[config.mk]
export PLATFORM = sky130hd
export DESIGN_NAME = spi_tx_feeder
export DESIGN_NICKNAME = d
export VERILOG_FILES = /design/src/rtl/spi_pkg.sv /design/src/rtl/spi_sync_fifo.sv /design/src/rtl/spi_tx_feeder.sv
export SDC_FILE = /design/constraint.sdc
export NUM_CORES = 1
export LEC_CHECK = 0
export ABC_CLOCK_PERIOD_IN_PS = 6200
export CAP_MARGIN = 40
export CORE_AREA = 2 2 113 115
export DETAILED_ROUTE_END_ITERATION = 8
export DIE_AREA = 0 0 115 117
export GPL_ROUTABILITY_DRIVEN = 0
export SYNTH_ARGS = -nofsm -noshare
export SYNTH_HDL_FRONTEND = slang
export SYNTH_SLANG_ARGS = --single-unit
export TNS_END_PERCENT = 100
[constraint.sdc]
create_clock -name clk -period 6.2 [get_ports clk]
set_input_delay 1.24 -clock clk [delete_from_list [all_inputs] [get_ports clk]]
set_output_delay 1.24 -clock clk [all_outputs]
set_load 0.05 [all_outputs]
[src/rtl/spi_pkg.sv]
// rtl/spi_pkg.sv - shared types and constants for the SPI transmit feeder
package spi_pkg;

    localparam int SPI_DATA_W = 8;
    localparam int SPI_ADDR_W = 4;

    // Feeder sequencing states
    typedef enum logic [1:0] {
        ST_IDLE  = 2'd0,
        ST_ISSUE = 2'd1,
        ST_XFER  = 2'd2,
        ST_GAP   = 2'd3
    } spi_state_t;

    // One queued transfer: slave-select address above data byte
    typedef struct packed {
        logic [SPI_ADDR_W-1:0] addr;
        logic [SPI_DATA_W-1:0] data;
    } spi_entry_t;

endpackage

[src/rtl/spi_sync_fifo.sv]
// rtl/spi_sync_fifo.sv - single-clock FIFO with registered full/empty/level
//
// Ports:
//   clk, rst        clock, asynchronous active-high reset
//   wr_en, wr_data  push request and payload (ignored while full)
//   rd_en, rd_data  pop request; rd_data shows the head entry (first-word fall-through)
//   full, empty     registered status flags
//   level           registered entry count, 0..DEPTH
//   ovf             high in any cycle a push is attempted while full
module spi_sync_fifo
    import spi_pkg::*;
#(
    parameter int DEPTH = 8,
    parameter int WIDTH = SPI_ADDR_W + SPI_DATA_W
) (
    input  logic                     clk,
    input  logic                     rst,
    input  logic                     wr_en,
    input  logic [WIDTH-1:0]         wr_data,
    input  logic                     rd_en,
    output logic [WIDTH-1:0]         rd_data,
    output logic                     full,
    output logic                     empty,
    output logic [$clog2(DEPTH):0]   level,
    output logic                     ovf
);

    localparam int AW = $clog2(DEPTH);
    localparam int LW = AW + 1;

    logic [WIDTH-1:0] mem [DEPTH];
    logic [AW-1:0]    wr_ptr;
    logic [AW-1:0]    rd_ptr;
    logic [LW-1:0]    level_next;
    logic             push;
    logic             pop;

    // Admission is judged on the registered full flag, so a pop in the same
    // cycle cannot make room for a push that arrives while full.
    assign push    = wr_en && !full;
    assign pop     = rd_en && !empty;
    assign ovf     = wr_en && full;
    assign rd_data = mem[rd_ptr];

    always_comb begin
        level_next = level;
        case ({push, pop})
            2'b10:   level_next = level + 1'b1;
            2'b01:   level_next = level - 1'b1;
            default: level_next = level;
        endcase
    end

    always_ff @(posedge clk) begin
        if (push) begin
            mem[wr_ptr] <= wr_data;
        end
    end

    // DEPTH is a power of two, so pointers wrap naturally.
    always_ff @(posedge clk or posedge rst) begin
        if (rst) begin
            wr_ptr <= '0;
            rd_ptr <= '0;
            level  <= '0;
            full   <= 1'b0;
            empty  <= 1'b1;
        end else begin
            if (push) begin
                wr_ptr <= wr_ptr + 1'b1;
            end
            if (pop) begin
                rd_ptr <= rd_ptr + 1'b1;
            end
            level <= level_next;
            full  <= (level_next == LW'(DEPTH));
            empty <= (level_next == '0);
        end
    end

endmodule

[src/rtl/spi_tx_feeder.sv]
// rtl/spi_tx_feeder.sv - queues {ss address, byte} pairs and issues them to an SPI master
//
// Ports:
//   clk, rst                    clock, asynchronous active-high reset
//   wr_en, wr_addr, wr_data     push one transfer into the queue
//   full, empty, level          registered queue status
//   busy                        SPI master busy flag
//   en_ms, ss_addr, data_out    registered drive to the SPI master
//   done                        one-cycle pulse per completed transfer
//   err_timeout                 sticky: master never went busy after en_ms
//   err_ovf                     sticky: push attempted while full
//   err_clr                     clears both sticky errors (a same-cycle new error wins)
module spi_tx_feeder
    import spi_pkg::*;
#(
    parameter int DEPTH         = 8,
    parameter int DATA_W        = SPI_DATA_W,
    parameter int ADDR_W        = SPI_ADDR_W,
    parameter int START_TIMEOUT = 64,
    parameter int GAP_CYCLES    = 2
) (
    input  logic                     clk,
    input  logic                     rst,
    input  logic                     wr_en,
    input  logic [ADDR_W-1:0]        wr_addr,
    input  logic [DATA_W-1:0]        wr_data,
    output logic                     full,
    output logic                     empty,
    output logic [$clog2(DEPTH):0]   level,
    input  logic                     busy,
    output logic                     en_ms,
    output logic [ADDR_W-1:0]        ss_addr,
    output logic [DATA_W-1:0]        data_out,
    output logic                     done,
    output logic                     err_timeout,
    output logic                     err_ovf,
    input  logic                     err_clr
);

    localparam int EW    = ADDR_W + DATA_W;
    localparam int TO_W  = (START_TIMEOUT > 1) ? $clog2(START_TIMEOUT) : 1;
    localparam int GAP_W = (GAP_CYCLES > 1) ? $clog2(GAP_CYCLES) : 1;
    localparam logic [TO_W-1:0]  TO_LAST  = TO_W'(START_TIMEOUT - 1);
    localparam logic [GAP_W-1:0] GAP_LAST = GAP_W'((GAP_CYCLES > 0) ? GAP_CYCLES - 1 : 0);

    spi_state_t       state;
    logic [TO_W-1:0]  to_cnt;
    logic [GAP_W-1:0] gap_cnt;
    logic [EW-1:0]    head;
    logic             pop;
    logic             ovf_evt;
    logic             timeout_evt;

    // Only pop when the master is idle so the latched byte is taken at once.
    assign pop         = (state == ST_IDLE) && !empty && !busy;
    assign timeout_evt = (state == ST_ISSUE) && !busy && (to_cnt == TO_LAST);

    spi_sync_fifo #(
        .DEPTH (DEPTH),
        .WIDTH (EW)
    ) u_fifo (
        .clk     (clk),
        .rst     (rst),
        .wr_en   (wr_en),
        .wr_data ({wr_addr, wr_data}),
        .rd_en   (pop),
        .rd_data (head),
        .full    (full),
        .empty   (empty),
        .level   (level),
        .ovf     (ovf_evt)
    );

    always_ff @(posedge clk or posedge rst) begin
        if (rst) begin
            err_timeout <= 1'b0;
            err_ovf     <= 1'b0;
        end else begin
            err_timeout <= (err_timeout && !err_clr) || timeout_evt;
            err_ovf     <= (err_ovf && !err_clr) || ovf_evt;
        end
    end

    always_ff @(posedge clk or posedge rst) begin
        if (rst) begin
            state    <= ST_IDLE;
            en_ms    <= 1'b0;
            ss_addr  <= '0;
            data_out <= '0;
            done     <= 1'b0;
            to_cnt   <= '0;
            gap_cnt  <= '0;
        end else begin
            done <= 1'b0;
            case (state)
                ST_IDLE: begin
                    if (pop) begin
                        ss_addr  <= head[EW-1:DATA_W];
                        data_out <= head[DATA_W-1:0];
                        en_ms    <= 1'b1;
                        to_cnt   <= '0;
                        state    <= ST_ISSUE;
                    end
                end
                ST_ISSUE: begin
                    if (busy) begin
                        to_cnt <= '0;
                        state  <= ST_XFER;
                    end else if (to_cnt == TO_LAST) begin
                        // Master never started: drop the byte without a done.
                        en_ms   <= 1'b0;
                        to_cnt  <= '0;
                        gap_cnt <= '0;
                        state   <= ST_GAP;
                    end else begin
                        to_cnt <= to_cnt + 1'b1;
                    end
                end
                ST_XFER: begin
                    if (!busy) begin
                        en_ms   <= 1'b0;
                        done    <= 1'b1;
                        gap_cnt <= '0;
                        state   <= ST_GAP;
                    end
                end
                ST_GAP: begin
                    // GAP always lasts at least one cycle, even with GAP_CYCLES=0.
                    if (GAP_CYCLES <= 1 || gap_cnt == GAP_LAST) begin
                        gap_cnt <= '0;
                        state   <= ST_IDLE;
                    end else begin
                        gap_cnt <= gap_cnt + 1'b1;
                    end
                end
                default: begin
                    en_ms <= 1'b0;
                    state <= ST_IDLE;
                end
            endcase
        end
    end

endmodule
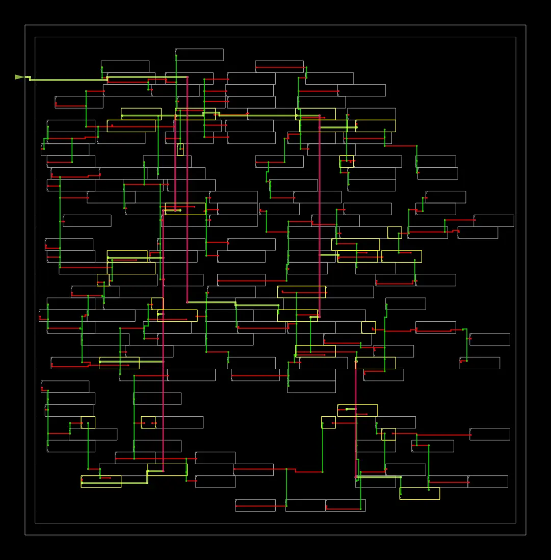
run_1/final_clocks.png
clk_skew: 8.46 ps
clk ins delay skew pair: 410 ps
registers: 133

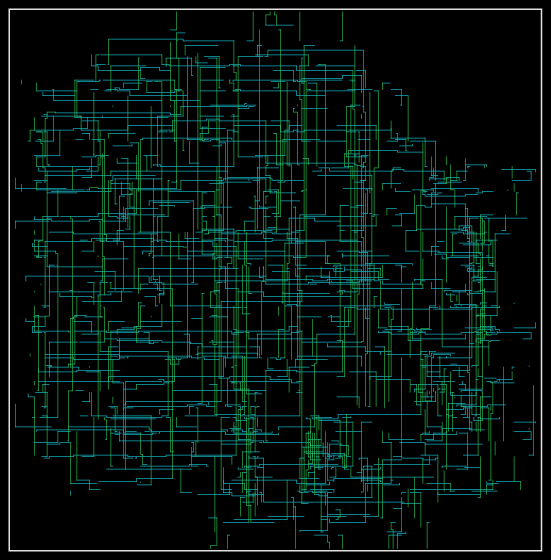
run_1/metal_stack.png
Two of the layers only.
| colour | layer | wire length |
|---|---|---|
| cyan | met1 | 4520 um |
| green | met2 | 4600 um |
total number of vias: 2817
Routed Wire Length: 9.67 mm

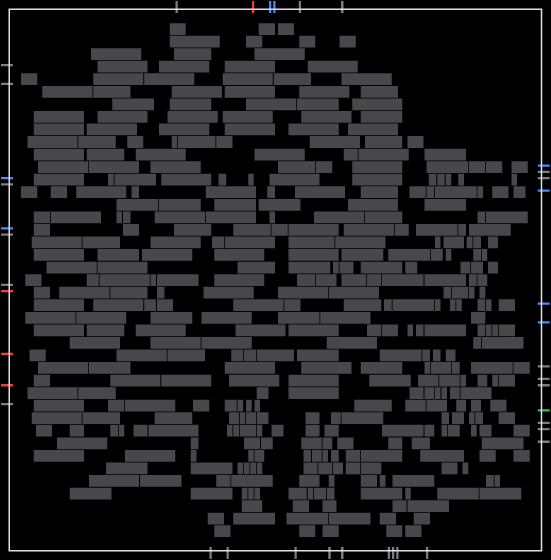
run_1/pins.png
Pins as bars across the die edge, other pins in grey.
| colour | port | pins | direction | edge |
|---|---|---|---|---|
| blue | data_out | 8 | output | 4 right, 2 top, 2 left |
| red | wr_addr | 4 | input | 3 left, 1 top |
| green | busy | 1 | input | right |
Die Ht: 117 um
I/O Buffers: 38
Die Wd: 115 um

==> qor.yml, run 1 <==
status: "complete, no violations"
yosys_area_um2: 5390
seq_area_um2: 3810
postRouteAntennaNets: 0
cp.depth: 11
wl_met2_mm: 4.60
critPathTopFamily: "buffers and inverters"
wire_per_inst_um: 17.8
ctsHoldBuffers: 0
crit_buf_inv: 2
grt_pass1_vias: 2858
ys_ff: 133
largest_register_ff_count: 96
cts_resized: 0
relSlewSlack_pct: 48.5
seq_share_pct: 56.9
grt_max_degree: 38
warning_count: 30
fin_crit_sh_pct: 52.5
synth_xor_xnor_area_share_pct: 1.30
reg2reg_depth: 12
r2r-end: "u_fifo.full"
wl_met3_um: 337
final-comb-area_um2: 1490
critical_path_required_ps: 6490
seq_area_frac_synth_pct: 70.7
use_met1_pct: 21.1
worst-path-max-fanout: 32
power_mw: 3.60
syn_nets: 350
synth_top_area_share_pct: 53.5
startpoint_type: "input port"
drc: 0
p_leak_nw: 2.44
post-dp-hpwl_mm: 5.86
crit_path_top_delay_cell: "clkdlybuf4s50_1"
cts_buffers: 17
final_hold_viol_count: 0
synth.cell_area_um2: 5390
largest_class: "flip-flops and latches"
flop_cell: "edfxtp_1"
topCellsByArea: "edfxtp_1, dfrtp_1, mux4_2"
synthAdderAreaFrac_pct: 2.32
worst_pin_slew_ps: 769
cts_sinks: 133
hold_path_end: "gap_cnt"
fp_util_pct: 43.8
n_all_buffers: 51
ys_cells: 323
synth.avg_cell_area_um2: 16.7
cts_tree: "yes"
crit_chain: "clkdlybuf4s50_1, nor3b_4, buf_4, nand2_2, xnor2_1, ha_1, a21oi_1, nor2b_1, mux2i_1, xnor2_1, nor3_2"
seq_power_share_pct: 35.8
chipArea_um2: 13500
path_common_cell: "xnor2_1"
drtIter0Drc: 151
synth_cell_types: 42
clk_pin_slew_ps: 60
comb_area_share_pct: 22.3
p_switching_mw: 1.20
fmax_ghz: 0.307
post_cts_buffers: 0
ir_drop_v: 0.000230
intPower_mw: 2.40
post_synth_most_frequent_cells: "edfxtp_1, dfrtp_1, nor2_1, mux4_2, a21oi_1"
grt_remaining_overflow: 0
dp_cells: 512
simple_gate_area_share_pct: 6.68
async_flop_share_pct: 27.8
taps: 150
drt_first_pass_iters: 6
setup_viol: 0
cp-endpoint: "u_fifo.full"
[run 1: layout by cell type, fill, tap and decap left out, drive strengths merged, types with 4 or more instances in the layout]
cell type	n
edfxtp	96
dfrtp	36
nor2b	4
o21ai	9
ha	10
bufinv	5
nand2b	6
inv	11
clkdlybuf4s50	38
a21oi	18
nor2	30
clkinv	6
buf	13
nand2	16
xnor2	6
mux4	24
clkbuf	18
mux2i	15
[run 1: power by group through the flow]
stage	clock network (mW)	registers [mW]	logic, mW
after CTS	1.12	1.29	1.24
after global placement	0	1.34	1.16
after global routing	1.16	1.31	1.32
final	1.10	1.29	1.22
after floorplan	0	1.49	0.678
after detailed placement	0	1.31	1.23
run_1/registers.png
Scale bar: 20 um. Other sequential cells in the stronger grey, the rest of the logic in the fainter grey.
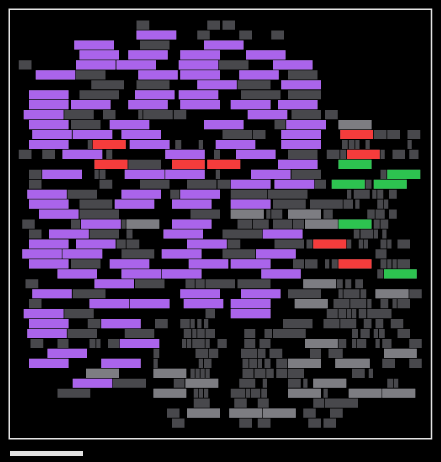

==> inputs of run 2 (changes only) <==
--- a/config.mk
+++ b/config.mk
@@ -5,7 +5,7 @@
 export SDC_FILE = /design/constraint.sdc
 export NUM_CORES = 1
 export LEC_CHECK = 0
-export ABC_CLOCK_PERIOD_IN_PS = 6200
+export ABC_CLOCK_PERIOD_IN_PS = 3400
 export CAP_MARGIN = 40
 export CORE_AREA = 2 2 113 115
 export DETAILED_ROUTE_END_ITERATION = 8
==> constraint.sdc (replaced) <==
create_clock -name clk -period 3.4 [get_ports clk]
set_input_delay 0.68 -clock clk [delete_from_list [all_inputs] [get_ports clk]]
set_output_delay 0.68 -clock clk [all_outputs]
set_load 0.05 [all_outputs]
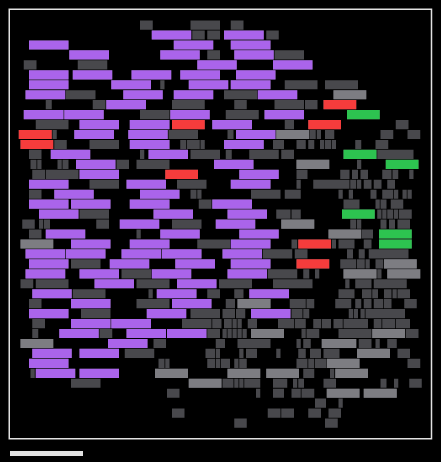
run_2/registers.png
Scale bar: 20 um. Other sequential cells in the stronger grey, the rest of the logic in the fainter grey.
| colour | name in the netlist | placed flops |
|---|---|---|
| red | data_out | 8 |
| purple | u_fifo.mem | 96 |
| green | to_cnt | 6 |
FF/Latch Area: 3810 um2
Seq/total area: 57.4%
fin util: 53.9%

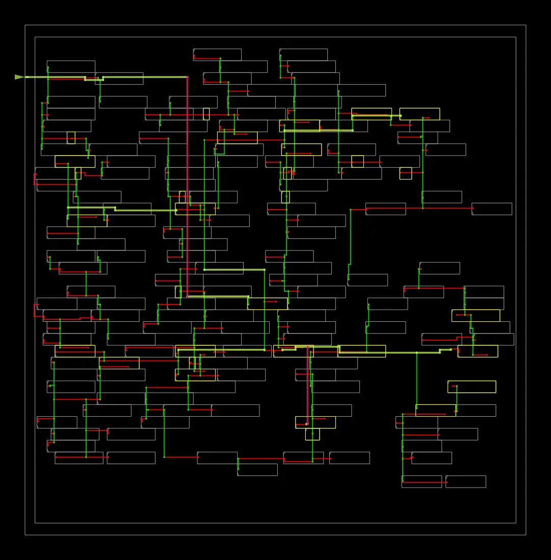
run_2/final_clocks.png
number of buffers created by CTS: 17
power of the clock network: 1.75 mW
clk ins delay skew pair: 400 ps
Sink Count: 133
clock buf count: 20

==> run 2 against run 1 <==
Clock skew is 0.91 ps lower. Combinational power is 88% higher. Worst hold slack worse by 4.5 ps. Synthesized cell count stayed put. Core utilization is 0.45 points lower. Count of clock-buffer cells in the layout is 2 higher. Sequential cell count stayed put.
==> qor.yml, run 2 <==
crit_chain: "clkdlybuf4s50_1, nor3b_4, buf_4, ha_1, xor2_1, nand4_1, a21oi_1, xnor2_1, nor3b_2"
drt-total-wl_mm: 10.2
setup_viol: 0
cp.depth: 9
postRouteAntennaNets: 0
grt_pass1_vias: 2925
wl_met2_mm: 5.38
ctsHoldBuffers: 0
largest_register_ff_count: 96
dp_cells: 514
top_cell: "edfxtp_1"
fmax_ghz: 0.394
grt_max_degree: 27
post-dp-hpwl_mm: 6.15
relSlewSlack_pct: 56.8
async_flop_share_pct: 27.8
root_buffer: "clkbuf_16"
fin_skew_ps: 7.55
wl_met3_um: 379
htree_levels: 4
cts_resized: 0
final-comb-area_um2: 1490
pg_comb_mw: 2.29
power_frac_comb_pct: 35.9
port_buffers: 38
synth_cells: 323
hold_path_end: "to_cnt[3]"
cp-endpoint: "u_fifo.empty"
p_sw_share_pct: 33.6
wire_per_inst_um: 18.7
crit_path_end_kind: "flop"
startpoint_type: "input port"
synth_top_area_share_pct: 53.5
reg2reg_from: "state[0]"
mostFrequentLayoutCells: "edfxtp_1, clkdlybuf4s50_1, dfrtp_1, nor2_1, mux4_2"
largest-register: "u_fifo.mem"
cts_tree: "yes"
fin_cells: 545
clk_pin_slew_ps: 50
cp.arrival_ps: 2870
warning_count: 30
r2r-end: "u_fifo.empty"
fp.dieW_um: 115
critical_path_class: "in -> reg"
synth.avg_cell_area_um2: 16.7
crit_buf_inv: 2
power.density_nw_per_um2: 958
synth.cell_area_um2: 5390
p_leak_nw: 2.42
fin_crit_sh_pct: 74.7
diodes: 0
fp_util_pct: 43.8
edf_count: 96
ys_ff: 133
power_mw: 6.36
drive_gt1_share_pct: 19.7
clk_path_buf_depth: 2
via_per_inst: 5.25
layout_setup_ws_ps: 862
max_cap_violations: 0
grt_setup_unrepaired: "false"
n_fill_cell: 1017
design_area_um2: 6640
tns_ps: 0
crit_path_top_delay_cell: "clkdlybuf4s50_1"
track_usage_pct: 16.6
reg2reg_depth: 10
die.size.y_um: 117
post_synth_most_frequent_cells: "edfxtp_1, dfrtp_1, nor2_1, mux4_2, a21oi_1"
hold_start: "to_cnt[3]"
chipArea_um2: 13500
seq_area_frac_synth_pct: 70.7
final_hold_viol_count: 0
rows: 41
synth_xor_xnor_area_share_pct: 1.30
yosysWarnings: 0
post_cts_buffers: 0
area_growth_pct: 23.1
clockPowerShare_pct: 27.5
ys_sh_aoi_pct: 3.78
dpl_cell_area_um2: 6060
dp_slack_ps: 482
ir_drop_v: 0.000522
via_count: 2860
mux_area_share_pct: 13.4
simple_gate_area_share_pct: 6.68
power_leader: "registers"
flop_cell: "edfxtp_1"
worst_pin_slew_ps: 648
ys_cells: 323
seq_power_share_pct: 36.5
critical_path_required_ps: 3730
pwr.group.sequential_mw: 2.32
drtIter0Drc: 189
grt_remaining_overflow: 0
status: "complete, no violations"
fin_crit_ps: 2540
topCellsByArea: "edfxtp_1, dfrtp_1, mux4_2"
intPower_mw: 4.22
drt_first_pass_iters: 4
syn_nets: 350
hp-class: "reg -> reg"
logic_family: "multiplexers"
antenna_found_initial: 0
drc: 0
layout_top_cell: "edfxtp_1"
nets: 410
grt_pass1_wl_mm: 15.8
critPathTopFamily: "buffers and inverters"
slew_violations: 0
yosys_area_um2: 5390
synth_cell_types: 42
synth.largest_area_cell: "edfxtp_1"
pin_count: 39
p_switching_mw: 2.14
worst-path-max-fanout: 18
reg.largest.list: "u_fifo.mem (96), data_out (8), to_cnt (6)"
timing.hold.ws_ps: 502
synthAdderAreaFrac_pct: 2.32
slowest_delay_ps: 520
[run 2: netlist changes by cell type in the layout (fill, tap and decap cells not counted), sizes merged]
cell	before	now
bufinv	5	3
clkinv	6	7
buf	13	15
inv	11	9
clkbuf	18	20
[run 2: layout make-up]
class,instances,share of cell area (%)
Multi-Input combinational cell,168,22.5
Sequential cell,133,57.4
Clock inverter,11,2.06
Clock buffer,20,6.58
Tap cell,150,2.83
Inverter,10,0.566
Timing Repair Buffer,53,8.03
[run 2: routing by layer]
metal  track usage (%)  vias to the layer above
met5                 0                        -
met4              5.78                        0
met3              5.30                        4
met2              28.6                       55
met1              19.7                     1454
li1                  -                     1347
run_2/pins.png
Pins as bars across the die edge, other pins in grey.
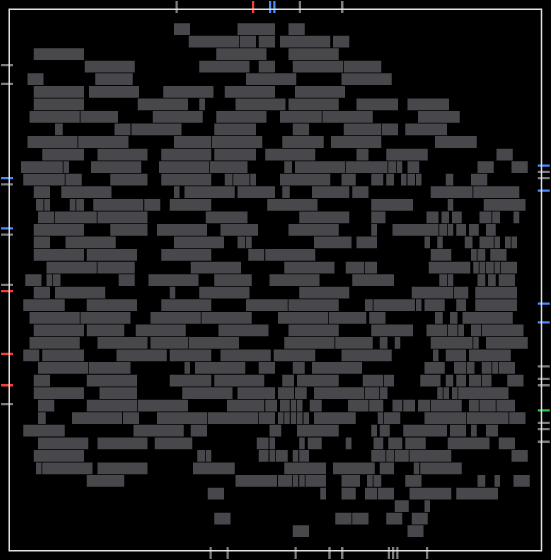

==> inputs of run 3 (changes only) <==
--- a/config.mk
+++ b/config.mk
@@ -5,7 +5,7 @@
 export SDC_FILE = /design/constraint.sdc
 export NUM_CORES = 1
 export LEC_CHECK = 0
-export ABC_CLOCK_PERIOD_IN_PS = 3400
+export ABC_CLOCK_PERIOD_IN_PS = 2500
 export CAP_MARGIN = 40
 export CORE_AREA = 2 2 113 115
 export DETAILED_ROUTE_END_ITERATION = 8
==> constraint.sdc (replaced) <==
create_clock -name clk -period 2.5 [get_ports clk]
set_input_delay 0.5 -clock clk [delete_from_list [all_inputs] [get_ports clk]]
set_output_delay 0.5 -clock clk [all_outputs]
set_load 0.05 [all_outputs]
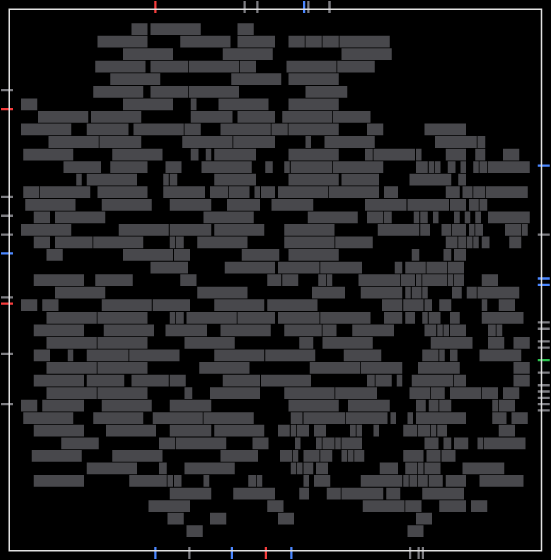
run_3/pins.png
Pins as bars across the die edge, other pins in grey.
| colour | port | pins | direction | edge |
|---|---|---|---|---|
| red | wr_addr | 4 | input | 2 left, 1 bottom, 1 top |
| blue | data_out | 8 | output | 3 bottom, 3 right, 1 left, 1 top |
| green | busy | 1 | input | right |
all pins by edge: 15 right, 10 left, 8 bottom, 6 top

==> run 3 against run 2 <==
Sequential power up 41%. Worst setup slack worse by 660 ps. Worst hold slack worse by 1.4 ps. Area after synthesis unchanged. Synthesized cell count unchanged. Final area up 0.75%. Clock skew down 2.3 ps. Count of clock-buffer cells in the layout down 2. Critical path type is now reg -> out. Highest routed layer unchanged.
==> qor.yml, run 3 <==
status: "complete, no violations"
reg.largest.list: "u_fifo.mem (96), data_out (8), to_cnt (6)"
fin_crit_sh_pct: 91.9
buffer_area_share_pct: 7.97
seq_area_um2: 3810
hold_path_end: "to_cnt[3]"
post-dp-hpwl_mm: 5.88
ys_ff: 133
slew_violations: 0
ir_drop_v: 0.000648
cts_resized: 0
synth_xor_xnor_area_share_pct: 1.30
reg2reg_depth: 9
area_growth_pct: 24.0
seq_cell_count: 133
post_cts_buffers: 0
synth_cell_types: 42
cts_buffers: 17
grt_setup_unrepaired: "false"
via_per_inst: 5.18
layout_setup_ws_ps: 203
fp_util_pct: 43.8
synthAdderAreaFrac_pct: 2.32
n_fill_cell: 977
async_flop_share_pct: 27.8
clock_buffers: 18
post_synth_most_frequent_cells: "edfxtp_1, dfrtp_1, nor2_1, mux4_2, a21oi_1"
drtIter0Drc: 143
r2r-end: "u_fifo.empty"
p_leak_nw: 2.45
seq_share_pct: 57.0
ys_sh_aoi_pct: 3.78
seq_area_frac_synth_pct: 70.7
nets: 412
critical_path_class: "reg -> out"
mostFrequentLayoutCells: "edfxtp_1, clkdlybuf4s50_1, dfrtp_1, nor2_1, mux4_2"
edf_count: 96
track_usage_pct: 16.0
mux_area_share_pct: 13.4
synth_cells: 323
via_count: 2836
n_all_buffers: 55
topCellsByArea: "edfxtp_1, dfrtp_1, mux4_2"
grt_pass1_wl_mm: 15.2
comb_area_share_pct: 22.6
critPathTopFamily: "buffers and inverters"
clk_pin_slew_ps: 60
root_buffer: "clkbuf_16"
fp.dieW_um: 115
flop_cell: "edfxtp_1"
cp.depth: 1
fin_crit_ps: 2300
grt_busiest_layer: "met2"
relSlewSlack_pct: 43.6
inverters: 10
crit_buf_inv: 1
startpoint_type: "flop"
clock_cell_area_share_pct: 9.11
synth.largest_area_cell: "edfxtp_1"
use_met1_pct: 19.2
worst_pin_slew_ps: 846
reg2reg_from: "state[0]"
antenna_found_initial: 0
cts_tree: "yes"
wl_met2_mm: 5.08
num-multi-input-gates: 168
pin_count: 39
chipArea_um2: 13500
crit_path_end_kind: "output pin"
ys_cells: 323
tns_ps: 0
max_cap_violations: 0
drive_gt1_share_pct: 21.2
warning_count: 30
drc: 0
slowest_delay_ps: 810
die.size.y_um: 117
worst-path-max-fanout: 3
largest-register: "u_fifo.mem"
wl_met3_um: 426
fmax_ghz: 0.435
grtUsageMet2_pct: 27.4
top_cell: "edfxtp_1"
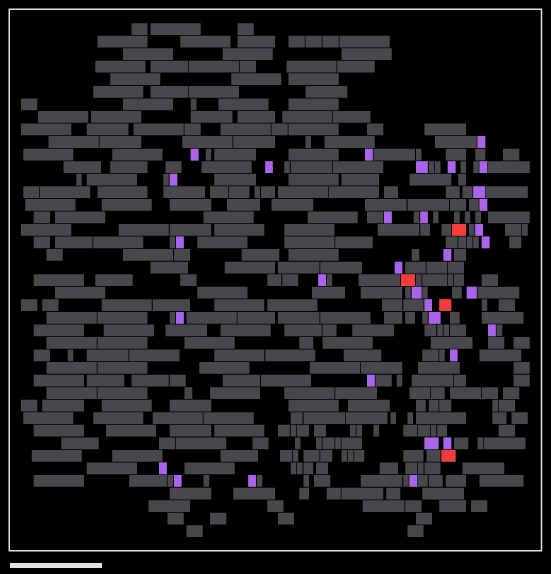
run_3/gate_families.png
Scale bar: 20 um.
| colour | family | cells |
|---|---|---|
| red | AND-OR and OR-AND gates | 4 |
| purple | inverting AOI/OAI gates | 32 |
most common logic cell in the routed design: edfxtp_1
Non-Filler Instances: 547

run 3: cells by family after synthesis:
family,after synthesis
simple gates,72
flops,133
buf+inv,22
compound gates,36
fa+ha+maj,10
xor+xnor,8
mux,42
run 3: through the flow:
step	hold slack (ps)	util [%]	power [mW]	instances	area, um2
floorplan	460	-	5.38	323	5390
global placement	492	49.2	6.28	516	6060
detailed placement	492	49.2	6.35	516	6060
CTS	503	54.2	8.91	547	6670
global route	541	54.3	9.30	547	6690
finish	501	54.3	8.82	547	6690
run 3: power breakdown:
group	leakage (nW)	total [mW]	switching (mW)	internal, mW
combinational	0.832	3.02	1.68	1.34
clock	0.298	2.54	0.877	1.66
sequential	1.32	3.26	0.380	2.88
Power is estimated from default activity; no workload was simulated.
